File: config.mk
export PLATFORM = sky130hd
export DESIGN_NAME = frac_reduce
export DESIGN_NICKNAME = d
export VERILOG_FILES = /design/src/rtl/frac_reduce.sv
export SDC_FILE = /design/constraint.sdc
export NUM_CORES = 1
export LEC_CHECK = 0
export CAP_MARGIN = 20
export CORE_MARGIN = 4
export CORE_UTILIZATION = 54
export CTS_BUF_LIST = sky130_fd_sc_hd__clkbuf_4 sky130_fd_sc_hd__clkbuf_8
export DETAILED_ROUTE_END_ITERATION = 12
export GPL_TIMING_DRIVEN = 0
export MAX_ROUTING_LAYER = met4
export PLACE_DENSITY = 0.78
export SYNTH_ARGS = -nofsm -noshare
export SYNTH_HDL_FRONTEND = slang
export SYNTH_SLANG_ARGS = --single-unit
File: constraint.sdc
create_clock -name clk -period 2.15 [get_ports clk]
set_input_delay 0.43 -clock clk [delete_from_list [all_inputs] [get_ports clk]]
set_output_delay 0.43 -clock clk [all_outputs]
set_load 0.05 [all_outputs]
File: src/rtl/frac_reduce.sv
// frac_reduce: reduces an unsigned fraction num/den to lowest terms.
// A subtractive GCD phase finds g, then a repeated-subtraction phase
// divides both operands by g. A zero denominator short-circuits to DONE
// with err set. Valid/ready handshake on both sides; one fraction in flight.
module frac_reduce #(
  parameter int WIDTH = 4
) (
  input  logic             clk,
  input  logic             rst,
  input  logic             in_valid,
  output logic             in_ready,
  input  logic [WIDTH-1:0] num,
  input  logic [WIDTH-1:0] den,
  output logic             out_valid,
  input  logic             out_ready,
  output logic [WIDTH-1:0] num_out,
  output logic [WIDTH-1:0] den_out,
  output logic             err
);

  typedef enum logic [1:0] {IDLE, GCD, DIV, DONE} state_t;

  state_t           state, state_nxt;
  logic [WIDTH-1:0] n0, d0;   // captured operands
  logic [WIDTH-1:0] a, b;     // GCD working pair
  logic [WIDTH-1:0] g;        // gcd, always >= 1 once in DIV
  logic [WIDTH-1:0] rn, rd;   // division remainders
  logic [WIDTH-1:0] qn, qd;   // division quotients

  logic accept;
  logic gcd_done;
  logic div_done;

  assign accept   = in_valid & in_ready;
  assign gcd_done = (a == '0) || (b == '0);
  assign div_done = (rn < g) && (rd < g);

  // State register; reset wins over any simultaneous accept or drain.
  always_ff @(posedge clk) begin
    if (rst) state <= IDLE;
    else     state <= state_nxt;
  end

  // Next-state logic and handshake outputs.
  always_comb begin
    state_nxt = state;
    in_ready  = 1'b0;
    out_valid = 1'b0;
    case (state)
      IDLE: begin
        in_ready = 1'b1;
        if (accept) state_nxt = (den == '0) ? DONE : GCD;
      end
      GCD:  if (gcd_done) state_nxt = DIV;
      DIV:  if (div_done) state_nxt = DONE;
      DONE: begin
        out_valid = 1'b1;
        if (out_ready) state_nxt = IDLE;
      end
      default: state_nxt = IDLE;
    endcase
  end

  // Datapath: capture, GCD by subtraction, division by subtraction, result.
  // Results stay in num_out/den_out/err until the next result overwrites them.
  always_ff @(posedge clk) begin
    if (rst) begin
      n0      <= '0;
      d0      <= '0;
      a       <= '0;
      b       <= '0;
      g       <= '0;
      rn      <= '0;
      rd      <= '0;
      qn      <= '0;
      qd      <= '0;
      num_out <= '0;
      den_out <= '0;
      err     <= 1'b0;
    end else begin
      case (state)
        IDLE: begin
          if (accept) begin
            n0 <= num;
            d0 <= den;
            a  <= num;
            b  <= den;
            if (den == '0) begin
              num_out <= num;
              den_out <= '0;
              err     <= 1'b1;
            end
          end
        end
        GCD: begin
          if (gcd_done) begin
            // den is nonzero here, so at least one of a/b is nonzero: g >= 1
            g  <= (a == '0) ? b : a;
            rn <= n0;
            rd <= d0;
            qn <= '0;
            qd <= '0;
          end else if (a > b) begin
            a <= a - b;
          end else begin
            b <= b - a;
          end
        end
        DIV: begin
          if (rn >= g) begin
            rn <= rn - g;
            qn <= qn + 1'b1;
          end
          if (rd >= g) begin
            rd <= rd - g;
            qd <= qd + 1'b1;
          end
          if (div_done) begin
            num_out <= qn;
            den_out <= qd;
            err     <= 1'b0;
          end
        end
        default: ;
      endcase
    end
  end

endmodule

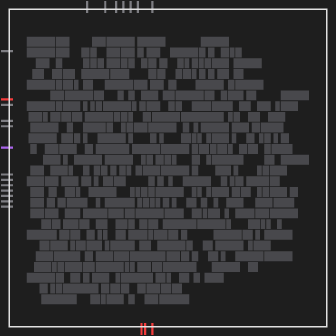
(run_1/pinout.png)
Pins as bars across the die edge, other pins in gray.
| port | color | pins | direction | edge |
|---|---|---|---|---|
| num | red | 4 | input | 3 bottom, 1 left |
| in_ready | purple | 1 | output | left |

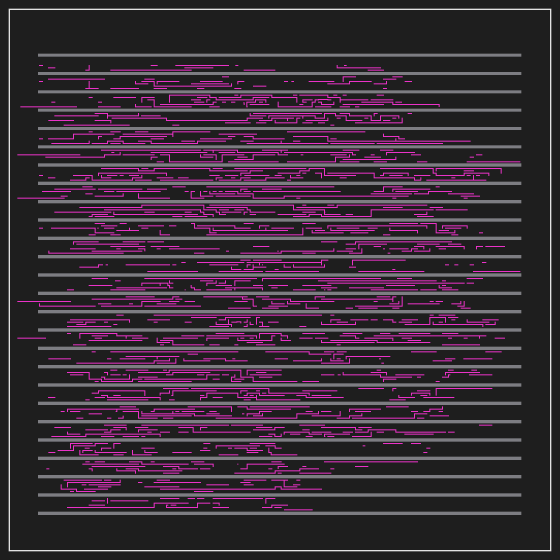
(run_1/m1.png)
Supply wires on this layer in gray.
share of all routed wire: 44%
main direction: horizontal
longest straight run: 24.8 um
wire length on this layer: 3230 um

==> flow_summary.toml, run 1 <==
# physical design summary
[yosys]
synthAdderAreaFrac = 0.122
netlist_cell_types = 46
net_count_after_synthesis = 363
multiplexer_share_of_the_synthesized_area = 0.0321
synth-edff-count = 0
area_fraction_in_compound_gates = 0.241
dominantRegCellSynth = "dfxtp_1"
synthesis.area_um2 = 2810
yosys_area_um2 = 2810

[detailed_routing]
final_wirelength_mm = 7.40
drc_errors = 0
route.met2.wl_mm = 3.47

[cells_and_area]
final-seq-area_um2 = 956
seq_area_frac = 0.276
finalCoreUtilization = 0.709
net_count_reported_at_finish = 399
inverters_excl_clock = 17
combAreaFraction = 0.535
syn2layout_area_growth_pct = 23.2

[power]
p_seq_frac = 0.240
p_per_area_nw_per_um2 = 1540
p_int_mw = 2.92

[cts]
ctsHtreeMaxLevel = 2
clock_path_buffers = 2
cts_tree = "yes"

[worst_setup_path]
r2r_slack_ns = 0.07
cp.arrival_ns = 2.27
instance_count_on_the_critical_path = 10
reg2reg_from = "a[0]"
cpLargestDelayFamily = "AND-OR/OR-AND gates"

[place]
finalWeightedCongestion = 0.935

[grt]
number_of_antenna_violations_at_the_first_check_in_global_routing = 0
gr-usage-all-layers = 0.248
met3_usage = 0.0381

[floorplan]
fp_util = 0.576

[sta]
setup_viol = 0
fmax_mhz = 480

[outcome]
result_of_the_run = "finished clean"
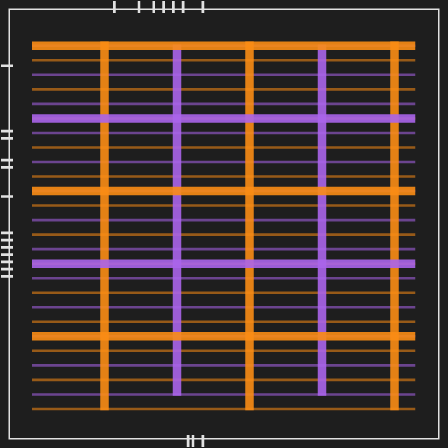
(run_1/floorplan.png)
Pins as bars on the die edge.
| net | color |
|---|---|
| VDD | purple |
| VSS | orange |
met5 straps: 5
rows: 25
signal pins: 23

-- run 1: stage by stage --
stage	setup TNS, ns	setup slack (ns)	instance area, um^2	instances	hold slack [ns]
5_1_grt	-0.0855	-0.0428	3460	430	0.489
4_1_cts	0	0.00452	3310	428	0.462
6_report	0	0.0651	3460	430	0.460
2_1_floorplan	0	0.0296	2810	326	0.432
3_5_place_dp	-3.74	-0.386	3100	414	0.448
3_3_place_gp	-3.03	-0.288	3100	414	0.439
-- run 1: cell usage after synthesis (2+ instances only) --
cell | instances | area share
dfxtp_1 | 47 | 0.33
a21oi_1 | 42 | 0.075
nand2_1 | 26 | 0.035
ha_1 | 21 | 0.093
nor2_1 | 21 | 0.028
inv_1 | 17 | 0.023
nand3_1 | 14 | 0.025
a211oi_1 | 11 | 0.029
mux2i_1 | 9 | 0.032
nor2b_1 | 9 | 0.020
o21ai_0 | 9 | 0.016
clkbuf_1 | 8 | 0.011
nand4_1 | 7 | 0.016
o21a_1 | 7 | 0.019
nand2b_1 | 6 | 0.013
nand3b_1 | 6 | 0.016
o211ai_1 | 6 | 0.016
o21ai_1 | 6 | 0.011
a211oi_2 | 5 | 0.022
fa_1 | 4 | 0.028
xnor2_1 | 4 | 0.012
a311oi_2 | 3 | 0.016
buf_6 | 3 | 0.012
nor3_1 | 3 | 0.0053
a211o_2 | 2 | 0.0071
a21o_1 | 2 | 0.0053
a311oi_1 | 2 | 0.0062
and2_1 | 2 | 0.0045
buf_1 | 2 | 0.0027
nand4b_1 | 2 | 0.0062
nor2_2 | 2 | 0.0045
nor4_1 | 2 | 0.0045
o31ai_1 | 2 | 0.0053
or4_4 | 2 | 0.0080
==> run 2: changes to the inputs <==
--- a/config.mk
+++ b/config.mk
@@ -5,6 +5,7 @@
 export SDC_FILE = /design/constraint.sdc
 export NUM_CORES = 1
 export LEC_CHECK = 0
+export ABC_CLOCK_PERIOD_IN_PS = 2150
 export CAP_MARGIN = 20
 export CORE_MARGIN = 4
 export CORE_UTILIZATION = 54
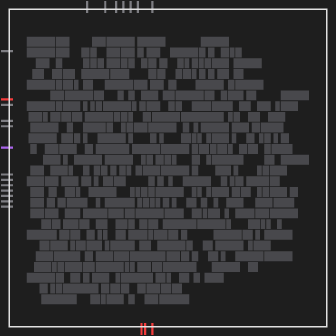
(run_2/pinout.png)
Pins as bars across the die edge, other pins in gray.
| port | color | pins | direction | edge |
|---|---|---|---|---|
| in_ready | purple | 1 | output | left |
| num | red | 4 | input | 3 bottom, 1 left |
all pins by edge: 13 left, 7 top, 3 bottom
vertical die dimension: 80.1 um
port buffer count: 21

==> run 2 against run 1 <==
Compared with the run above:
- clock-buffer cell count unchanged
- largest cell class unchanged
- clock power about the same
- die area unchanged
- cell area unchanged
- maximum frequency unchanged
- register-to-register slack about the same
- critical path type unchanged
- total power unchanged
- sequential share of layout area unchanged
==> flow_summary.toml, run 2 <==
# physical design summary
[cts]
ctsHtreeMaxLevel = 2
cts_hold_buffers_added = 0
clock_path_buffers = 2

[yosys]
area_fraction_in_compound_gates = 0.241
synth-edff-count = 0
yosys_area_um2 = 2810
synthTopCellsByCount = "47 x dfxtp_1, 42 x a21oi_1, 26 x nand2_1"
yosysCellCount = 326
synthAdderAreaFrac = 0.122
yosys.area.top_type = "dfxtp_1"
netlist_cell_types = 46
yosysMostFrequentCell = "dfxtp_1"
multiplexer_share_of_the_synthesized_area = 0.0321
dominantRegCellSynth = "dfxtp_1"
synthesis.area_um2 = 2810

[place]
placement.cell_area_um2 = 3100
place_inst = 414
finalWeightedCongestion = 0.935

[sta]
fmax_mhz = 480
fin_setup_tns_ns = 0
finalWorstSetupSlack_ns = 0.0651
worst_hold_slack_ns = 0.460
setup_viol = 0

[cells_and_area]
finalCoreUtilization = 0.709
final_cell_count_no_fill = 430
net_count_reported_at_finish = 399
inverters_excl_clock = 17
final-seq-area_um2 = 956
combAreaFraction = 0.535
seq_area_frac = 0.276
syn2layout_area_growth_pct = 23.2
final_cell_area_um2 = 3460

[power]
p_per_area_nw_per_um2 = 1540
p_seq_frac = 0.240
p_int_mw = 2.92
worst_ir_drop_vdd_v = 0.000932

[floorplan]
floorplan_core_area_um2 = 4880
fp_util = 0.576

[worst_setup_path]
r2r_slack_ns = 0.07
cp.arrival_ns = 2.27
reg2reg_from = "a[0]"

[grt]
gr-usage-all-layers = 0.248
grt_overflow = 0
met3_usage = 0.0381
number_of_antenna_violations_at_the_first_check_in_global_routing = 0

[detailed_routing]
via_count = 2623
vias_per_cell = 6.10
final_wirelength_mm = 7.40

[outcome]
result_of_the_run = "finished clean"
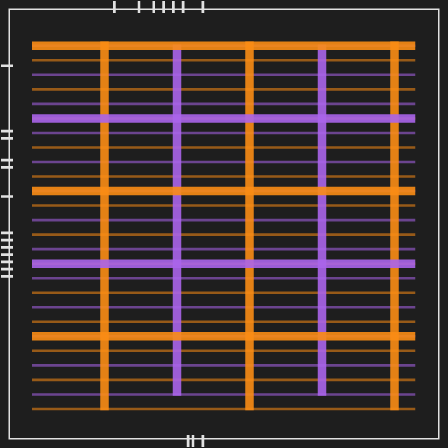
(run_2/floorplan.png)
Pins as bars on the die edge.
| net | color |
|---|---|
| VDD | purple |
| VSS | orange |
met1 rails: 26
met4 straps: 5
rows: 25
met5 straps: 5

## run 2: cell counts in the layout (fill, tap and decap cells not counted)
Identical to the previous run, type by type.
## run 2: metal layers
layer / vias up / wire length (um) / part of all wire
met1: 1259 / 3230 / 0.44
met5: - / 0 / 0
met3: 19 / 512 / 0.069
met4: 0 / 189 / 0.026
li1: 1240 / - / -
met2: 105 / 3470 / 0.47
## run 2: timing repair
| item | in CTS | in global routing |
|---|---|---|
| resized | 15 | 35 |
| buffers inserted | 6 | 3 |
| endpoints found under the setup margin | 25 | 31 |
| pin swaps | 4 | 13 |
## run 2: cell families after synthesis
| logic type | Yosys count |
|---|---|
| XOR/XNOR | 4 |
| flip-flops | 47 |
| adder cells (fa/ha/maj) | 25 |
| multiplexers | 9 |
| AND-OR/OR-AND | 100 |
| buffers and inverters | 34 |
| AND/OR/NAND/NOR | 107 |
## run 2: worst min-delay path by stage
stage / from / to / cells after the start
6_report: rn[0] / rn[0] / 2
3_5_place_dp: n0[3] / n0[3] / 2
4_1_cts: n0[3] / n0[3] / 2
3_3_place_gp: rn[0] / rn[0] / 2
5_1_grt: rn[0] / rn[0] / 2
2_1_floorplan: rd[0] / rd[0] / 2
## run 2: power by group through the flow
stage | Clock [mW] | Sequential [mW] | Combinational (mW)
2_1_floorplan | 0 | 1.32 | 2.12
3_3_place_gp | 0 | 1.27 | 2.70
3_5_place_dp | 0 | 1.28 | 2.74
4_1_cts | 0.682 | 1.26 | 2.97
5_1_grt | 0.724 | 1.32 | 3.69
6_report | 0.678 | 1.28 | 3.38
## run 2: worst max-delay path: stages (launching register included)
cell	delay, ns
dfxtp_4	0.37
inv_4	0.04
ha_4	0.15
inv_2	0.05
fa_2	0.20
and3_4	0.17
o211ai_1	0.11
buf_4	0.16
a211oi_4	0.40
mux2i_1	0.25
nor2_1	0.06
Power figures rest on the tool's default switching activity, not on a simulated workload.
